### config.mk
export PLATFORM = sky130hd
export DESIGN_NAME = ble_cmd_link_flat
export DESIGN_NICKNAME = d
export VERILOG_FILES = /design/src/rtl/ble_cmd_link_if.sv /design/src/rtl/ble_cmd_link.sv /design/src/flat_wrapper.sv
export SDC_FILE = /design/constraint.sdc
export NUM_CORES = 1
export LEC_CHECK = 0
export CAP_MARGIN = 40
export CELL_PAD_IN_SITES_DETAIL_PLACEMENT = 1
export CELL_PAD_IN_SITES_GLOBAL_PLACEMENT = 1
export CORE_UTILIZATION = 47
export DETAILED_ROUTE_END_ITERATION = 10
export PLACE_DENSITY = 0.79
export SETUP_SLACK_MARGIN = 0.5
export SKIP_LAST_GASP = 1
export SLEW_MARGIN = 20
export SYNTH_ARGS = -nofsm -noshare
export SYNTH_HDL_FRONTEND = slang
export SYNTH_SLANG_ARGS = --single-unit
### constraint.sdc
create_clock -name clk -period 2.91 [get_ports clk]
set_clock_uncertainty 0.15 [all_clocks]
set_input_delay 0.7275 -clock clk [delete_from_list [all_inputs] [get_ports clk]]
set_output_delay 0.7275 -clock clk [all_outputs]
set_load 0.01 [all_outputs]
### src/rtl/ble_cmd_link_if.sv
// Command/response handshake between the BLE serial link and the command processor.
// cmd_rdy rises with a new cmd and holds until a one-clk clr_cmd_rdy; send_resp is a one-clk request.
interface ble_cmd_link_if;
   logic [15:0] cmd;
   logic        cmd_rdy;
   logic        clr_cmd_rdy;
   logic        send_resp;
   logic        resp_busy;
   logic        frame_err;
   logic [1:0]  rx_state_dbg;
   logic        pair_state_dbg;
   logic        tx_state_dbg;

   modport master (
      input  cmd, cmd_rdy, resp_busy, frame_err, rx_state_dbg, pair_state_dbg, tx_state_dbg,
      output clr_cmd_rdy, send_resp
   );

   modport slave (
      output cmd, cmd_rdy, resp_busy, frame_err, rx_state_dbg, pair_state_dbg, tx_state_dbg,
      input  clr_cmd_rdy, send_resp
   );
endinterface

### src/rtl/ble_cmd_link.sv
// BLE UART front end: 8N1 receiver pairing bytes into 16-bit commands,
// plus a transmitter sending one acknowledge byte per send_resp request.
module ble_cmd_link #(
   parameter int         BAUD_DIV  = 434,
   parameter logic [7:0] RESP_BYTE = 8'hA5,
   parameter int         TO_CLKS   = 2500000
) (
   input  logic           clk,
   input  logic           rst_n,
   input  logic           RX,
   output logic           TX,
   ble_cmd_link_if.slave  link
);
   localparam int BW = $clog2(BAUD_DIV);
   localparam int TW = $clog2(TO_CLKS);
   localparam logic [BW-1:0] BAUD_LAST = BW'(BAUD_DIV - 1);
   localparam logic [BW-1:0] HALF_LAST = BW'(BAUD_DIV / 2 - 1);
   localparam logic [TW-1:0] TO_LAST   = TW'(TO_CLKS - 1);

   typedef enum logic [1:0] {RX_IDLE, RX_START, RX_DATA, RX_STOP} rx_state_t;
   typedef enum logic       {WAIT_HI, WAIT_LO} pair_state_t;
   typedef enum logic       {TX_IDLE, TX_XMIT} tx_state_t;

   rx_state_t   rx_state, rx_next;
   pair_state_t pair_state, pair_next;
   tx_state_t   tx_state, tx_next;

   logic          rx_s1, rx_s2, rx_s3;
   logic [BW-1:0] rx_cnt;
   logic [2:0]    rx_bit;
   logic [7:0]    rx_shift;
   logic          rx_fall, rx_tick, byte_vld, byte_err;

   logic [7:0]    hi_shadow;
   logic [TW-1:0] to_cnt;
   logic          load_hi, pair_done;

   logic [9:0]    tx_shift;
   logic [BW-1:0] tx_cnt;
   logic [3:0]    tx_bit;
   logic          pending, tx_load, bit_end, frame_end;

   assign rx_fall = rx_s3 & ~rx_s2;
   assign rx_tick = (rx_state == RX_START) ? (rx_cnt == HALF_LAST) : (rx_cnt == BAUD_LAST);

   always_comb begin
      rx_next  = rx_state;
      byte_vld = 1'b0;
      byte_err = 1'b0;
      case (rx_state)
         RX_IDLE:  if (rx_fall) rx_next = RX_START;
         RX_START: if (rx_tick) rx_next = rx_s2 ? RX_IDLE : RX_DATA;
         RX_DATA:  if (rx_tick && rx_bit == 3'd7) rx_next = RX_STOP;
         RX_STOP: begin
            if (rx_tick) begin
               byte_vld = rx_s2;
               byte_err = ~rx_s2;
               rx_next  = RX_IDLE;
            end
         end
         default:  rx_next = RX_IDLE;
      endcase
   end

   always_ff @(posedge clk or negedge rst_n) begin
      if (!rst_n) begin
         rx_s1    <= 1'b1;
         rx_s2    <= 1'b1;
         rx_s3    <= 1'b1;
         rx_state <= RX_IDLE;
         rx_cnt   <= '0;
         rx_bit   <= '0;
         rx_shift <= '0;
      end else begin
         rx_s1    <= RX;
         rx_s2    <= rx_s1;
         rx_s3    <= rx_s2;
         rx_state <= rx_next;
         rx_cnt   <= (rx_state == RX_IDLE || rx_tick) ? '0 : rx_cnt + BW'(1);
         if (rx_state == RX_START) begin
            rx_bit <= '0;
         end else if (rx_state == RX_DATA && rx_tick) begin
            rx_bit   <= rx_bit + 3'd1;
            rx_shift <= {rx_s2, rx_shift[7:1]};
         end
      end
   end

   // A framing error or timeout while holding a high byte resynchronises to WAIT_HI.
   always_comb begin
      pair_next = pair_state;
      load_hi   = 1'b0;
      pair_done = 1'b0;
      case (pair_state)
         WAIT_HI: begin
            if (byte_vld) begin
               load_hi   = 1'b1;
               pair_next = WAIT_LO;
            end
         end
         WAIT_LO: begin
            if (byte_vld) begin
               pair_done = 1'b1;
               pair_next = WAIT_HI;
            end else if (byte_err || to_cnt == TO_LAST) begin
               pair_next = WAIT_HI;
            end
         end
         default: pair_next = WAIT_HI;
      endcase
   end

   always_ff @(posedge clk or negedge rst_n) begin
      if (!rst_n) begin
         pair_state     <= WAIT_HI;
         hi_shadow      <= '0;
         to_cnt         <= '0;
         link.cmd       <= '0;
         link.cmd_rdy   <= 1'b0;
         link.frame_err <= 1'b0;
      end else begin
         pair_state     <= pair_next;
         link.frame_err <= byte_err;
         if (load_hi) begin
            hi_shadow <= rx_shift;
            to_cnt    <= '0;
         end else if (pair_state == WAIT_LO) begin
            to_cnt <= to_cnt + TW'(1);
         end
         if (pair_done) link.cmd <= {hi_shadow, rx_shift};
         // A completing pair outranks a simultaneous clear.
         if (pair_done) link.cmd_rdy <= 1'b1;
         else if (link.clr_cmd_rdy) link.cmd_rdy <= 1'b0;
      end
   end

   assign bit_end   = (tx_cnt == BAUD_LAST);
   assign frame_end = bit_end && (tx_bit == 4'd9);

   always_comb begin
      tx_next = tx_state;
      tx_load = 1'b0;
      case (tx_state)
         TX_IDLE: begin
            if (link.send_resp) begin
               tx_load = 1'b1;
               tx_next = TX_XMIT;
            end
         end
         TX_XMIT: begin
            if (frame_end) begin
               if (pending || link.send_resp) tx_load = 1'b1;
               else tx_next = TX_IDLE;
            end
         end
         default: tx_next = TX_IDLE;
      endcase
   end

   // The shifter fills with ones, so its LSB doubles as the idle-high line driver.
   always_ff @(posedge clk or negedge rst_n) begin
      if (!rst_n) begin
         tx_state <= TX_IDLE;
         tx_shift <= '1;
         tx_cnt   <= '0;
         tx_bit   <= '0;
         pending  <= 1'b0;
      end else begin
         tx_state <= tx_next;
         if (tx_load) begin
            tx_shift <= {1'b1, RESP_BYTE, 1'b0};
            tx_cnt   <= '0;
            tx_bit   <= '0;
         end else if (tx_state == TX_XMIT) begin
            if (bit_end) begin
               tx_shift <= {1'b1, tx_shift[9:1]};
               tx_cnt   <= '0;
               tx_bit   <= tx_bit + 4'd1;
            end else begin
               tx_cnt <= tx_cnt + BW'(1);
            end
         end
         if (tx_state == TX_XMIT && frame_end) pending <= 1'b0;
         else if (tx_state == TX_XMIT && link.send_resp) pending <= 1'b1;
      end
   end

   assign TX                  = tx_shift[0];
   assign link.resp_busy      = (tx_state == TX_XMIT);
   assign link.rx_state_dbg   = rx_state;
   assign link.pair_state_dbg = pair_state;
   assign link.tx_state_dbg   = tx_state;
endmodule

### src/flat_wrapper.sv
// flat-port wrapper written by rule: the top's interface ports become plain ports
module ble_cmd_link_flat 
#(
   parameter int         BAUD_DIV  = 434,
   parameter logic [7:0] RESP_BYTE = 8'hA5,
   parameter int         TO_CLKS   = 2500000
)
  (clk, rst_n, RX, TX, link_cmd, link_cmd_rdy, link_resp_busy, link_frame_err, link_rx_state_dbg, link_pair_state_dbg, link_tx_state_dbg, link_clr_cmd_rdy, link_send_resp);
  ble_cmd_link_if link_i ();
  input  logic clk;
  input  logic rst_n;
  input  logic RX;
  output logic TX;
  output wire logic [$bits(link_i.cmd)-1:0] link_cmd;
  output wire logic [$bits(link_i.cmd_rdy)-1:0] link_cmd_rdy;
  output wire logic [$bits(link_i.resp_busy)-1:0] link_resp_busy;
  output wire logic [$bits(link_i.frame_err)-1:0] link_frame_err;
  output wire logic [$bits(link_i.rx_state_dbg)-1:0] link_rx_state_dbg;
  output wire logic [$bits(link_i.pair_state_dbg)-1:0] link_pair_state_dbg;
  output wire logic [$bits(link_i.tx_state_dbg)-1:0] link_tx_state_dbg;
  input wire logic [$bits(link_i.clr_cmd_rdy)-1:0] link_clr_cmd_rdy;
  input wire logic [$bits(link_i.send_resp)-1:0] link_send_resp;
  assign link_cmd = link_i.cmd;
  assign link_cmd_rdy = link_i.cmd_rdy;
  assign link_resp_busy = link_i.resp_busy;
  assign link_frame_err = link_i.frame_err;
  assign link_rx_state_dbg = link_i.rx_state_dbg;
  assign link_pair_state_dbg = link_i.pair_state_dbg;
  assign link_tx_state_dbg = link_i.tx_state_dbg;
  assign link_i.clr_cmd_rdy = link_clr_cmd_rdy;
  assign link_i.send_resp = link_send_resp;
  ble_cmd_link #(.BAUD_DIV(BAUD_DIV), .RESP_BYTE(RESP_BYTE), .TO_CLKS(TO_CLKS)) u_core (.clk(clk), .rst_n(rst_n), .RX(RX), .TX(TX), .link(link_i));
endmodule
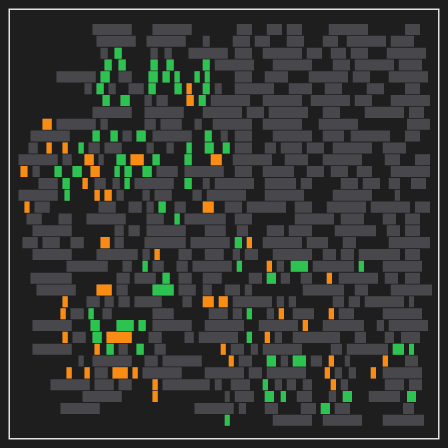
*Selected gate families*
legend:
  green:
    family: nand cells
    cells: 69
    most_used: nand3_1
  orange:
    family: nor cells
    cells: 45
    most_used: nor2_1
post-route insts no fill: 523
dominant logic cell type in the layout: dfrtp_1

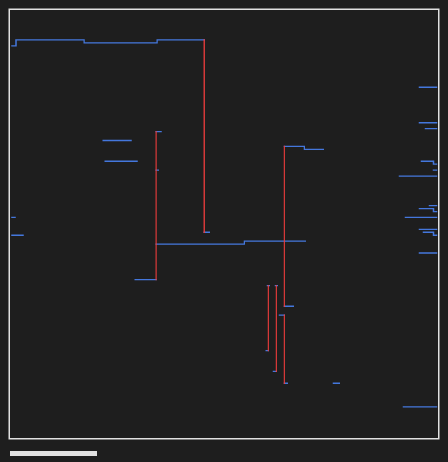
*Metal layers overlaid*
Scale bar: 20 um. Only two layers are drawn.
legend:
  blue:
    layer: M3
    wire_length: 179 um
  red:
    layer: M4
    wire_length: 165 um
Routed Wire Length: 9.09 mm
Vias: 3017
Tot GR Track Use: 21.4%

## per-stage QoR
step	hold WS, ns	instances	power (mW)
2_1_floorplan	0.195	372	1.57
3_3_place_gp	0.196	504	1.63
3_5_place_dp	0.198	504	1.64
4_1_cts	0.171	523	2.63
5_1_grt	0.190	523	2.73
6_report	0.160	523	2.61
## power groups by stage
stage          Combinational (mW)  Sequential (mW)  Clock (mW)
2_1_floorplan              0.0967             1.47           0
3_3_place_gp                0.145             1.48           0
3_5_place_dp                0.156             1.49           0
4_1_cts                     0.159             1.46        1.01
5_1_grt                     0.182             1.48        1.07
6_report                    0.157             1.47       0.987
## how the worst max path moves through the flow
stage | end | slack (ns) | depth (start not counted)
after floorplan | u_core.link.cmd[10] | 0.82 | 8
after global placement | u_core.link.cmd[0] | 0.50 | 4
after detailed placement | u_core.link.cmd[1] | 0.39 | 5
after CTS | link_rx_state_dbg[0] | 0.52 | 2
after global routing | link_resp_busy | 0.50 | 1
final | link_pair_state_dbg | 0.57 | 1
## cell type report
cell class                 instances  share of cell area (%)
timing repair buffer              40                    8.15
inverter                           6                   0.446
clock buffer                       9                    2.45
clock inverter                     7                    2.03
tap                              108                    2.67
sequential                        97                    48.4
multi-input combinational        256                    35.9
## registers in the layout, summed over array words and instances, names as in the netlist, 4 cells and up, named ones only
| signal | flops |
|---|---|
| u_core.rx_shift | 8 |
| u_core.link.cmd | 16 |
| u_core.tx_shift | 8 |
| u_core.rx_cnt | 9 |
| u_core.to_cnt | 22 |
| u_core.tx_bit | 4 |
| u_core.hi_shadow | 8 |
| u_core.tx_cnt | 9 |
## layer usage
metal,wire (um),vias to the layer above
li1,-,1421
met3,178,15
met1,4190,1544
met4,165,0
met2,4560,37
met5,0,-
==> results.cfg <==
; implementation run metrics
[run_status]
status = finished with violations
failed_checks = DRC

[power_and_ir_drop]
powerDensity_mw_per_mm2 = 517
switchingPower_uw = 647
clkPwrFrac_pct = 37.8
p_leak_nw = 2.29
pwr-share-seq_pct = 56.2
combPwrFrac_pct = 6.0
ir_worst_vdd_mv = 0.280

[timing]
rsz0062_at_grt = no
finalCritPeriodShare_pct = 80.5
tightest_slew_ns = 0.638
slew_viol_final = 0
max_freq_mhz = 427
max_slew_margin_pct = 57.4

[critical_path]
endpoint_kind = output pin
slowest_delay_ns = 0.59
critPathKind = reg2out
worstPathRequired_ns = 2.03
path_buffers = 1
ff2ff_path_depth = 6
crit_path_start = u_core.link.pair_state_dbg
r2r_end = u_core.link.cmd[15]
arrival_ns = 1.47

[clock_network]
cts.sinks = 97
clk_path_buf_depth = 2
cts_max_level = 3
cts_buffers = 9
clk_latency_ns = 0.36
ctsHoldBuffers = 0
cts_tree = built

[logic_synthesis]
top_area_cell = dfrtp_1
synth-area-yosys_mm2 = 0.00436
synthesis.area_mm2 = 0.00436
synthMostInstantiatedCell = dfrtp_1
numSynthFlops = 97
ys_seq_share_pct = 56.0
async_reset_ff_share_pct = 100
synth-simple-area-share_pct = 17.3
netlist_instances = 372
edf_count = 0
ff_type = dfrtp_1
syn_avg_cell_area_um2 = 11.7
xor_area_share_pct = 3.01
logic_family = simple AND/OR/NAND/NOR gates

[drt]
drt_iter0_markers = 92
drc_errors = 3
post_drt_wl_per_cell_um = 17.4

[placed_design]
io_buffers = 28
gp_congestion = 0.777

[hold_path]
hp-class = in2async

[job]
max_cap_viol_count = 0

[grt]
grt_pass1_wl_mm = 16.3
use_met1_pct = 28.7
grt_util_met3_pct = 2.93
grt_overflow_total = 0

[die]
fp_util_pct = 49.3
fp.dieH_um = 98.3
ioPinCount = 29

[finish]
num_antenna_cells = 0
finish.utilization_pct = 57.1
layout_top_cells = dfrtp_1 (83), nor2_1 (30), nand3_1 (29), o21ai_0 (26), clkdlybuf4s50_1 (26)
num-fill-cells = 954
layout.nets = 423
regArea_mm2 = 0.00244
Power is estimated from default activity; no workload was simulated.
